### src/rtl/regfile_pkg.sv
// Shared definitions for register-file write-port logic.
//   REG_ADDR_W / DATA_W / NUM_REGS : register-file geometry
//   arb_state_t                    : write-port arbiter state
//   wr_req_t                       : one write request (destination + value)
//   pending_mask()                 : one-hot pending bit for a destination,
//                                    empty for the hardwired-zero register
package regfile_pkg;

    localparam int REG_ADDR_W = 5;
    localparam int DATA_W     = 32;
    localparam int NUM_REGS   = 32;

    typedef enum logic {
        NORMAL = 1'b0,
        FORCE1 = 1'b1
    } arb_state_t;

    typedef struct packed {
        logic [REG_ADDR_W-1:0] addr;
        logic [DATA_W-1:0]     data;
    } wr_req_t;

    function automatic logic [NUM_REGS-1:0] pending_mask(input logic [REG_ADDR_W-1:0] addr);
        pending_mask = '0;
        if (addr != '0) begin
            pending_mask[addr] = 1'b1;
        end
    endfunction

endpackage

### src/rtl/starve_counter.sv
// Saturating starvation counter with synchronous clear.
//   clk, rst_n : clock, asynchronous active-low reset
//   inc        : count one more lost cycle this edge
//   clr        : restart from zero this edge (wins over inc)
//   terminal   : combinational; high when this edge brings the count to LIMIT
module starve_counter #(
    parameter int LIMIT = 4,
    parameter int W     = 4
) (
    input  logic clk,
    input  logic rst_n,
    input  logic inc,
    input  logic clr,
    output logic terminal
);

    localparam logic [W-1:0] LIM = W'(LIMIT);

    logic [W-1:0] count;

    // NOTE: state is assigned with <= so every flop samples pre-edge values.
    always_ff @(posedge clk or negedge rst_n) begin
        if (!rst_n) begin
            count <= '0;
        end else if (clr) begin
            count <= '0;
        end else if (inc && (count != LIM)) begin
            count <= count + 1'b1;
        end
    end

    assign terminal = inc && !clr && (count == LIM - 1'b1);

endmodule

### src/rtl/regfile_wr_arbiter.sv
// Arbitrates the single register-file write port between pipeline writeback
// (requester 0, fixed priority) and the multi-cycle unit (requester 1). A
// starvation counter forces one grant to requester 1 after STARVE_LIMIT lost
// cycles.
//   clk, reset                  : clock, asynchronous active-low reset
//   req{0,1}_valid/_reg/_data   : write requests (valid/ready handshake)
//   req{0,1}_ready              : combinational accept indications
//   RegWrite/WriteRegister/
//   WriteData                   : registered regfile write port
//   wr_pending                  : registered, one bit per register with an
//                                 accepted write not yet captured by the regfile
module regfile_wr_arbiter
    import regfile_pkg::*;
#(
    parameter int STARVE_LIMIT = 4,
    parameter int CNT_W        = 4
) (
    input  logic                  clk,
    input  logic                  reset,
    input  logic                  req0_valid,
    input  logic [REG_ADDR_W-1:0] req0_reg,
    input  logic [DATA_W-1:0]     req0_data,
    output logic                  req0_ready,
    input  logic                  req1_valid,
    input  logic [REG_ADDR_W-1:0] req1_reg,
    input  logic [DATA_W-1:0]     req1_data,
    output logic                  req1_ready,
    output logic                  RegWrite,
    output logic [REG_ADDR_W-1:0] WriteRegister,
    output logic [DATA_W-1:0]     WriteData,
    output logic [NUM_REGS-1:0]   wr_pending
);

    arb_state_t state, state_next;
    logic       acc0, acc1, starve_hit;
    wr_req_t    sel;

    // Readys depend only on the state register and req0_valid, so they
    // never both allow a transfer in the same cycle.
    assign req0_ready = (state == NORMAL);
    assign req1_ready = (state == FORCE1) || !req0_valid;

    assign acc0 = req0_valid && req0_ready;
    assign acc1 = req1_valid && req1_ready;

    assign sel = acc0 ? '{addr: req0_reg, data: req0_data}
                      : '{addr: req1_reg, data: req1_data};

    starve_counter #(
        .LIMIT (STARVE_LIMIT),
        .W     (CNT_W)
    ) u_starve (
        .clk      (clk),
        .rst_n    (reset),
        .inc      (req1_valid && !acc1),
        .clr      (!req1_valid || acc1),
        .terminal (starve_hit)
    );

    always_ff @(posedge clk or negedge reset) begin
        if (!reset) begin
            state <= NORMAL;
        end else begin
            state <= state_next;
        end
    end

    // NOTE: defaulting state_next before the case keeps this block latch-free.
    always_comb begin
        state_next = state;
        unique case (state)
            NORMAL: if (starve_hit) state_next = FORCE1;
            FORCE1: if (acc1)       state_next = NORMAL;
            default:                state_next = NORMAL;
        endcase
    end

    // Register 0 writes are accepted but never reach the regfile. Address
    // and data hold across idle cycles; only the enable and pending drop.
    // NOTE: only control/state flops need reset; the data path is reset here
    // as well because the regfile port must come up all-zero.
    always_ff @(posedge clk or negedge reset) begin
        if (!reset) begin
            RegWrite      <= 1'b0;
            WriteRegister <= '0;
            WriteData     <= '0;
            wr_pending    <= '0;
        end else if (acc0 || acc1) begin
            RegWrite      <= (sel.addr != '0);
            WriteRegister <= sel.addr;
            WriteData     <= sel.data;
            wr_pending    <= pending_mask(sel.addr);
        end else begin
            RegWrite      <= 1'b0;
            wr_pending    <= '0;
        end
    end

endmodule
### config.mk
export PLATFORM = sky130hd
export DESIGN_NAME = regfile_wr_arbiter
export DESIGN_NICKNAME = d
export VERILOG_FILES = /design/src/rtl/regfile_pkg.sv /design/src/rtl/starve_counter.sv /design/src/rtl/regfile_wr_arbiter.sv
export SDC_FILE = /design/constraint.sdc
export NUM_CORES = 1
export LEC_CHECK = 0
export CELL_PAD_IN_SITES_DETAIL_PLACEMENT = 1
export CELL_PAD_IN_SITES_GLOBAL_PLACEMENT = 2
export CORE_ASPECT_RATIO = 1.1
export CORE_UTILIZATION = 26
export CTS_CLUSTER_DIAMETER = 80
export CTS_CLUSTER_SIZE = 25
export DETAILED_ROUTE_END_ITERATION = 12
export HOLD_SLACK_MARGIN = 0.05
export PLACE_DENSITY_LB_ADDON = 0.1
export SYNTH_ARGS = -nofsm -noshare
export SYNTH_HDL_FRONTEND = slang
export SYNTH_HIERARCHICAL = 1
export SYNTH_SLANG_ARGS = --single-unit
### constraint.sdc
create_clock -name clk -period 5.2 [get_ports clk]
set_input_delay 1.3 -clock clk [delete_from_list [all_inputs] [get_ports clk]]
set_output_delay 1.3 -clock clk [all_outputs]
set_load 0.01 [all_outputs]
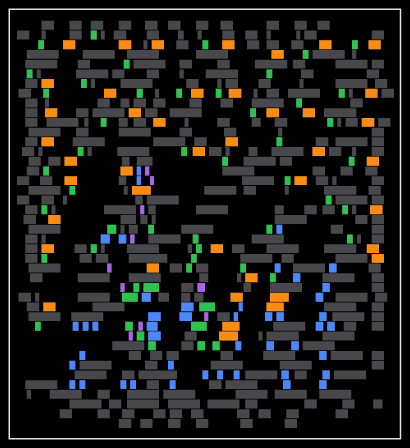
**Above:** selected gate families.
legend:
  orange:
    family: multiplexers
    cells: 42
  blue:
    family: NOR gates
    cells: 45
  purple:
    family: inverters
    cells: 10
  green:
    family: inverting AOI/OAI gates
    cells: 52
    where: all over the die
number of non-filler instances in the completed layout: 599
fraction of area in multi-input gates: 24.62%
most common library cell in the layout ignoring fill and taps: clkdlybuf4s50_1

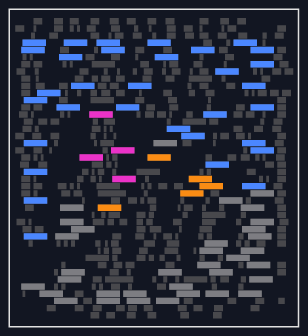
**Above:** register map, names as in the netlist.
legend:
  magenta:
    netlist_name: `u_starve/count`
    sequential_cells: 4
  orange:
    netlist_name: `WriteRegister`
    sequential_cells: 5
  blue:
    netlist_name: `WriteData`
    sequential_cells: 32

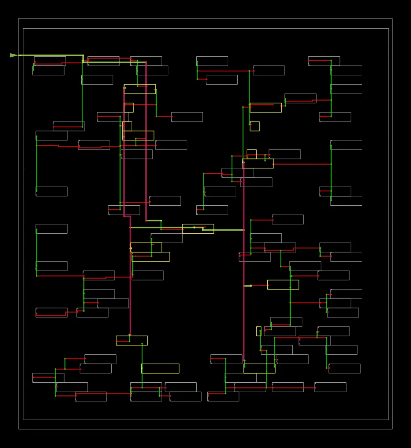
**Above:** clock nets.
Insertion Delay late pin: 0.33 ns
clock tree skew after final layout: 0.002885 ns

==> flow_metrics.tcl <==
# yosys + openroad results
set metrics [dict create \
    outcome "finished clean" \
    grtUsageMet2_pct 26.30 \
    detail-route-antenna-nets 0 \
    clock_area_share_pct 6.124 \
    yosys_cell_count 295 \
    gr-usage-all-layers_pct 15.82 \
    layout.sequential_cells 75 \
    drt_drc_violations_left 0 \
    die_y_um 119.9 \
    cts-root-to-sink-buffers 2 \
    pg_comb_w 0.000262 \
    cpPeakStageDelay_ns 0.59 \
    worst-endpoint-arrival_ns 2.85 \
    seq-cell-share_pct 36.02 \
    detailed_route_vias_per_instance 4.689 \
    final_nets 520 \
    number_of_optimization_iterations_in_the_first_detailed_route_pass 4 \
    synth_flops 75 \
    n_antenna_cell 0 \
    areaGrowthSynthToFinish_pct 58.63 \
    postSynthCellCount 295 \
    filler_cell_count 1377 \
    power_per_cell_area_nw_per_um2 299.1 \
    total_power_w 0.001558 \
    synth.comb.largest_family "simple AND/OR/NAND/NOR gates" \
    dieArea_um2 13090 \
    nClkBuffers 10 \
    slew_headroom_pct 35.53 \
    finalInstanceArea_um2 5210 \
    synth_area_leader_cell "dfrtp_1" \
    detail_route.wl_per_cell_um 16.34 \
    synth.area.top_cells "dfrtp_1 57%, mux2i_1 11%, o21ai_0 5.8%" \
    aoi_share_pct 9.333 \
    ctsHtreeMaxLevel 3 \
    synth.yosys.seq_area_share_pct 57.14 \
    worst_hold_path.num_cells 2 \
    grt_pass1_wl_mm 15.53 \
    number_of_warning_messages_in_the_logs 27 \
]
